`src/rtl/hazard_ctrl.sv`:
```
// Pipeline hazard and bubble controller: load-use stall insertion, EX-resolved
// redirect flushes, syscall halt handling and saturating perf counters.
module hazard_ctrl #(
    parameter int unsigned LOAD_STALL_CYCLES = 1,
    parameter int unsigned CNT_W             = 32
) (
    input  logic             clk,
    input  logic             rst,
    input  logic [4:0]       id_rs,
    input  logic [4:0]       id_rt,
    input  logic             id_use_rs,
    input  logic             id_use_rt,
    input  logic [4:0]       ex_Rw,
    input  logic             ex_we,
    input  logic             ex_load,
    input  logic             ex_redirect,
    input  logic             ex_halt,
    input  logic             resume,
    output logic             pc_stall,
    output logic             ifid_stall,
    output logic             ifid_flush,
    output logic             idex_nop,
    output logic             halted,
    output logic [CNT_W-1:0] stall_cnt,
    output logic [CNT_W-1:0] flush_cnt
);

    typedef enum logic [1:0] {
        RUN,
        STALL,
        HALT
    } state_t;

    state_t     state;
    logic [3:0] down_cnt;
    logic       lu;
    logic       stall_inc;
    logic       flush_inc;

    // Load-use hit: EX load targets a nonzero register that ID reads
    always_comb begin
        lu = ex_load && ex_we && (ex_Rw != 5'd0) &&
             ((id_use_rs && (id_rs == ex_Rw)) || (id_use_rt && (id_rt == ex_Rw)));
    end

    // Pipeline controls and counter increment strobes from state and inputs
    always_comb begin
        pc_stall   = 1'b0;
        ifid_stall = 1'b0;
        ifid_flush = 1'b0;
        idex_nop   = 1'b0;
        halted     = 1'b0;
        stall_inc  = 1'b0;
        flush_inc  = 1'b0;
        if (rst) begin
            idex_nop = 1'b1;
        end else begin
            case (state)
                RUN: begin
                    if (ex_halt) begin
                        pc_stall   = 1'b1;
                        ifid_stall = 1'b1;
                        idex_nop   = 1'b1;
                    end else if (ex_redirect) begin
                        // wrong-path ID instruction: any load-use hit is moot
                        ifid_flush = 1'b1;
                        idex_nop   = 1'b1;
                        flush_inc  = 1'b1;
                    end else if (lu) begin
                        pc_stall   = 1'b1;
                        ifid_stall = 1'b1;
                        idex_nop   = 1'b1;
                        stall_inc  = 1'b1;
                    end
                end
                STALL: begin
                    pc_stall   = 1'b1;
                    ifid_stall = 1'b1;
                    idex_nop   = 1'b1;
                    stall_inc  = 1'b1;
                end
                HALT: begin
                    pc_stall   = 1'b1;
                    ifid_stall = 1'b1;
                    idex_nop   = 1'b1;
                    halted     = 1'b1;
                end
                default: begin
                    idex_nop = 1'b1;
                end
            endcase
        end
    end

    // State, bubble down-counter and saturating perf counters
    always_ff @(posedge clk) begin
        if (rst) begin
            state     <= RUN;
            down_cnt  <= '0;
            stall_cnt <= '0;
            flush_cnt <= '0;
        end else begin
            case (state)
                RUN: begin
                    if (ex_halt) begin
                        state <= HALT;
                    end else if (!ex_redirect && lu && (LOAD_STALL_CYCLES > 1)) begin
                        down_cnt <= 4'(LOAD_STALL_CYCLES - 1);
                        state    <= STALL;
                    end
                end
                STALL: begin
                    down_cnt <= down_cnt - 4'd1;
                    if (down_cnt == 4'd1) begin
                        state <= RUN;
                    end
                end
                HALT: begin
                    if (resume) begin
                        state <= RUN;
                    end
                end
                default: begin
                    state <= RUN;
                end
            endcase
            if (stall_inc && (stall_cnt != '1)) begin
                stall_cnt <= stall_cnt + CNT_W'(1);
            end
            if (flush_inc && (flush_cnt != '1)) begin
                flush_cnt <= flush_cnt + CNT_W'(1);
            end
        end
    end

endmodule

```
`config.mk`:
```
export PLATFORM = sky130hd
export DESIGN_NAME = hazard_ctrl
export DESIGN_NICKNAME = d
export VERILOG_FILES = /design/src/rtl/hazard_ctrl.sv
export SDC_FILE = /design/constraint.sdc
export NUM_CORES = 1
export LEC_CHECK = 0
export ABC_AREA = 1
export ABC_CLOCK_PERIOD_IN_PS = 3100
export CAP_MARGIN = 20
export CORE_MARGIN = 2
export CORE_UTILIZATION = 55
export CTS_CLUSTER_SIZE = 20
export DETAILED_ROUTE_END_ITERATION = 10
export PLACE_DENSITY_LB_ADDON = 0.3
export SLEW_MARGIN = 10
export SYNTH_ARGS = -nofsm -noshare
export SYNTH_HDL_FRONTEND = slang
export SYNTH_SLANG_ARGS = --single-unit
```
`constraint.sdc`:
```
create_clock -name clk -period 3.1 [get_ports clk]
set_input_delay 0.62 -clock clk [delete_from_list [all_inputs] [get_ports clk]]
set_output_delay 0.62 -clock clk [all_outputs]
set_load 0.005 [all_outputs]
```
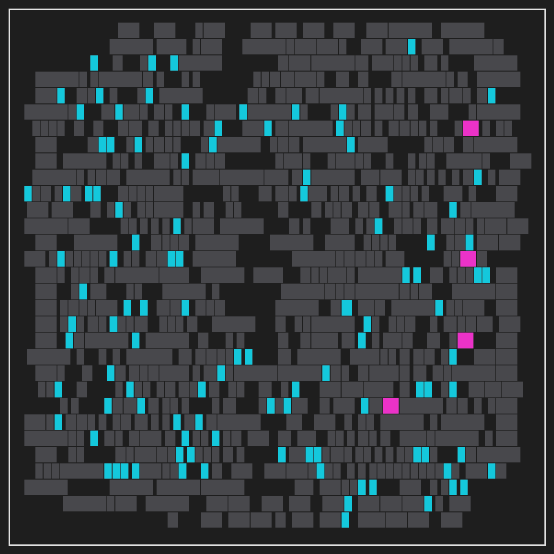
**Above:** gate families picked out.
Scale: 6 px per um.
- magenta: non-inverting ao/oa cells (cells 4; most used o21a_1)
- cyan: inv cells (cells 106; most used inv_1; where all over the die)

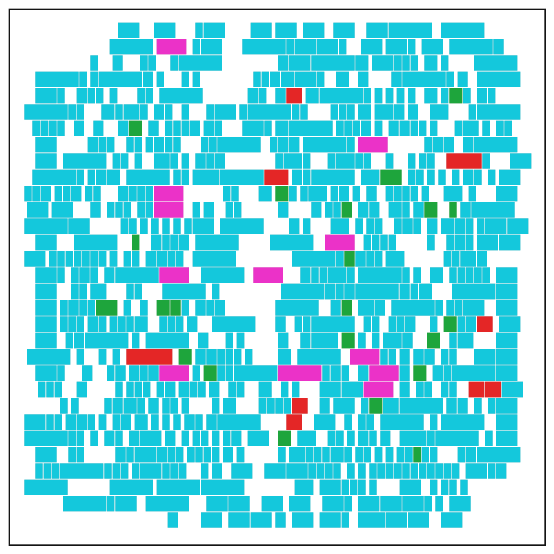
**Above:** sizing map.
Scale: 6 px per um.
- cyan: x1 and smaller (cells 710; most used nand2_1)
- red: x3 and x4 (cells 9; most used buf_4)
- green: x2 (cells 22; most used nor2_2)
- magenta: x6 and larger (cells 12; most used clkbuf_8)

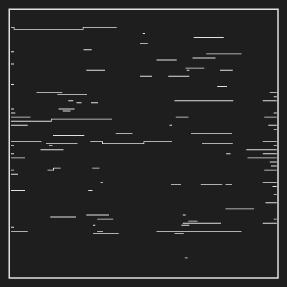
**Above:** metal 3.
Scale: 3 px per um.
- longest straight run: 28.1 um
- wire length on this layer: 499 um
- main direction: horizontal
- share of all routed wire: 4.8%
- nets with wire on the layer: 73

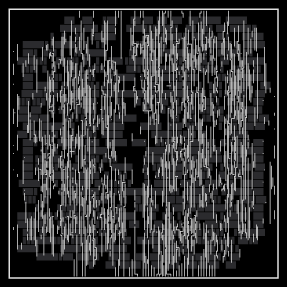
**Above:** signal wires on met2.
Scale: 3 px per um.
- share of all routed wire: 50%
- nets with wire on the layer: 641
- longest straight run: 28.7 um
- main direction: vertical
- wire length on this layer: 5210 um

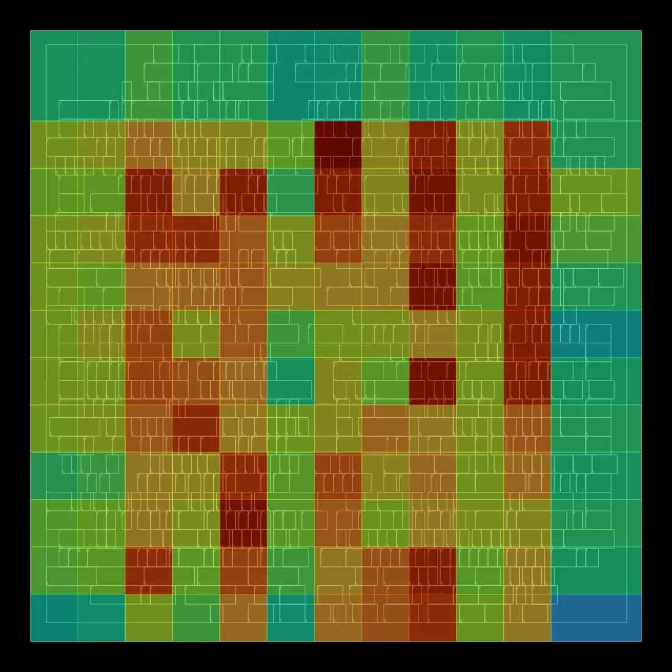
**Above:** routing congestion map.
met1 GRT Util: 0.318
met3 usage: 0.0416
Final Util: 0.720

==> results.sh <==
# flow metrics
export IMPL_ys_async_sr_fraction=0
export IMPL_reg_top3="flush_cnt x32, stall_cnt x32, state x1"
export IMPL_mappedNetlistArea_mm2=0.00398
export IMPL_finalSetupViolCount=0
export IMPL_fp_nets=682
export IMPL_synthTopCellsByCount="nand2_1 (171), nor2_1 (111), inv_1 (102), dfxtp_1 (65), nand3_1 (47)"
export IMPL_n_antenna_cell=0
export IMPL_comb_power_share=0.075
export IMPL_min_delay_start="state[1]$_SDFFE_PP0P_"
export IMPL_busiest_layer="met2"
export IMPL_io_buffers=92
export IMPL_die_x_um=89.1
export IMPL_wl_um=10300
export IMPL_routed_wl_met2_um=5210
export IMPL_crit_top_cell="nand2_1"
export IMPL_synthCells=656
export IMPL_first_iter_violations=179
export IMPL_slew_viol_final=0
export IMPL_clock_power_mw=0.658
export IMPL_ioPinCount=93
export IMPL_compound_area_frac=0.0792
export IMPL_edf_count=0
export IMPL_cp_top_family="buffers and inverters"
export IMPL_n_all_inverters=106
export IMPL_buffer_area_frac=0.189
export IMPL_ys_sh_simple=0.436
export IMPL_postCtsHoldBufs=0
export IMPL_final_area_mm2=0.00514
export IMPL_clkbuf_count=13
export IMPL_coreArea_mm2=0.00714
export IMPL_logic_area_mm2=0.00217
export IMPL_arrival_ns=2.39
export IMPL_clk_latency_ns=0.34
export IMPL_signal_buffers=98
export IMPL_cp_slowest_cell="clkdlybuf4s50_1"
export IMPL_hold_class="reg2reg"
export IMPL_postCtsSetupRepairBufs=0
export IMPL_top_area_frac=0.327
export IMPL_r2r_slack_ns=0.96
export IMPL_p_seq_mw=0.841
export IMPL_mux_share=0
export IMPL_slew_headroom=0.668
export IMPL_grt_overflow_total=0
export IMPL_grt_max_degree=46
export IMPL_ctsResizeCount=2
export IMPL_largest_area_cell="dfxtp_1"
export IMPL_largest_class="logic gates"
export IMPL_power_total_mw=1.62
export IMPL_power_leakage_nw=2.09
export IMPL_syn_avg_cell_area_um2=6.07
export IMPL_period_used=0.970
export IMPL_swShare=0.245
export IMPL_synth_adder_area_share=0.00629
export IMPL_critPathMaxStageDelay_ns=0.50
export IMPL_fin_skew_ns=0.00810
export IMPL_root_buffer="clkbuf_8"
export IMPL_path_cells="clkdlybuf4s50_1 -> inv_1 -> nand2_1 -> nand2_1 -> nor2_1 -> nand3_1 -> nand2_1 -> nand2_2 -> buf_4 -> nand2_1 -> clkdlybuf4s50_1"
export IMPL_dpl_cell_count=836
export IMPL_drc=0
export IMPL_cts_made_buffers=9
export IMPL_p_clk_frac=0.406
export IMPL_vias=4347
export IMPL_clkCellAreaFrac=0.0339
export IMPL_rows=31
export IMPL_rr_startpoint="flush_cnt[0]$_SDFFE_PP0P_"
export IMPL_ant_nets=0
export IMPL_met3_length_um=499
export IMPL_whs_ns=0.486
export IMPL_cap_violations=0
export IMPL_yosys_area_mm2=0.00398
export IMPL_required_ns=2.48
export IMPL_min_to="state[1]$_SDFFE_PP0P_"
export IMPL_p_seq_frac=0.519
export IMPL_yosys_cells=656
export IMPL_setup_tns_ns=0
export IMPL_status="completed"
export IMPL_avgRoutedWirePerCell_um=12.1
export IMPL_highest_layer="met4"
export IMPL_synthFlopType="dfxtp_1"
export IMPL_drt_met1_wl_um=4380
export IMPL_synth_area_top_cells="dfxtp_1 (33%), nand2_1 (16%), nor2_1 (10%)"
export IMPL_whs_path_depth=1
export IMPL_fill_cells=635
export IMPL_path_max_fanout=3
export IMPL_p_switching_mw=0.397
export IMPL_r2r_cells=13
export IMPL_antenna_found_initial=0
export IMPL_clk_pin_slew_worst_paths_ns=0.07
export IMPL_dieArea_mm2=0.00794
export IMPL_drive_above_1_share=0.0571
export IMPL_critPathCaptureType="primary output"
export IMPL_maxPowerGroup="sequential cells"
export IMPL_yosysWarnings=0
export IMPL_rsz0062_at_grt="no"
export IMPL_crit_cells=11
export IMPL_crit_path_end="idex_nop"
export IMPL_regArea_mm2=0.00130
export IMPL_pre_cts_ws_ns=-0.0269
export IMPL_yosysMostFrequentCell="nand2_1"
export IMPL_r2r_end="flush_cnt[26]$_SDFFE_PP0P_"
export IMPL_intPower_mw=1.22
export IMPL_cts_sinks=65
export IMPL_cp_num_buf_inv=4
export IMPL_dr_pass1_iters=5
export IMPL_fp_util=0.558
export IMPL_post_dp_cell_area_mm2=0.00496
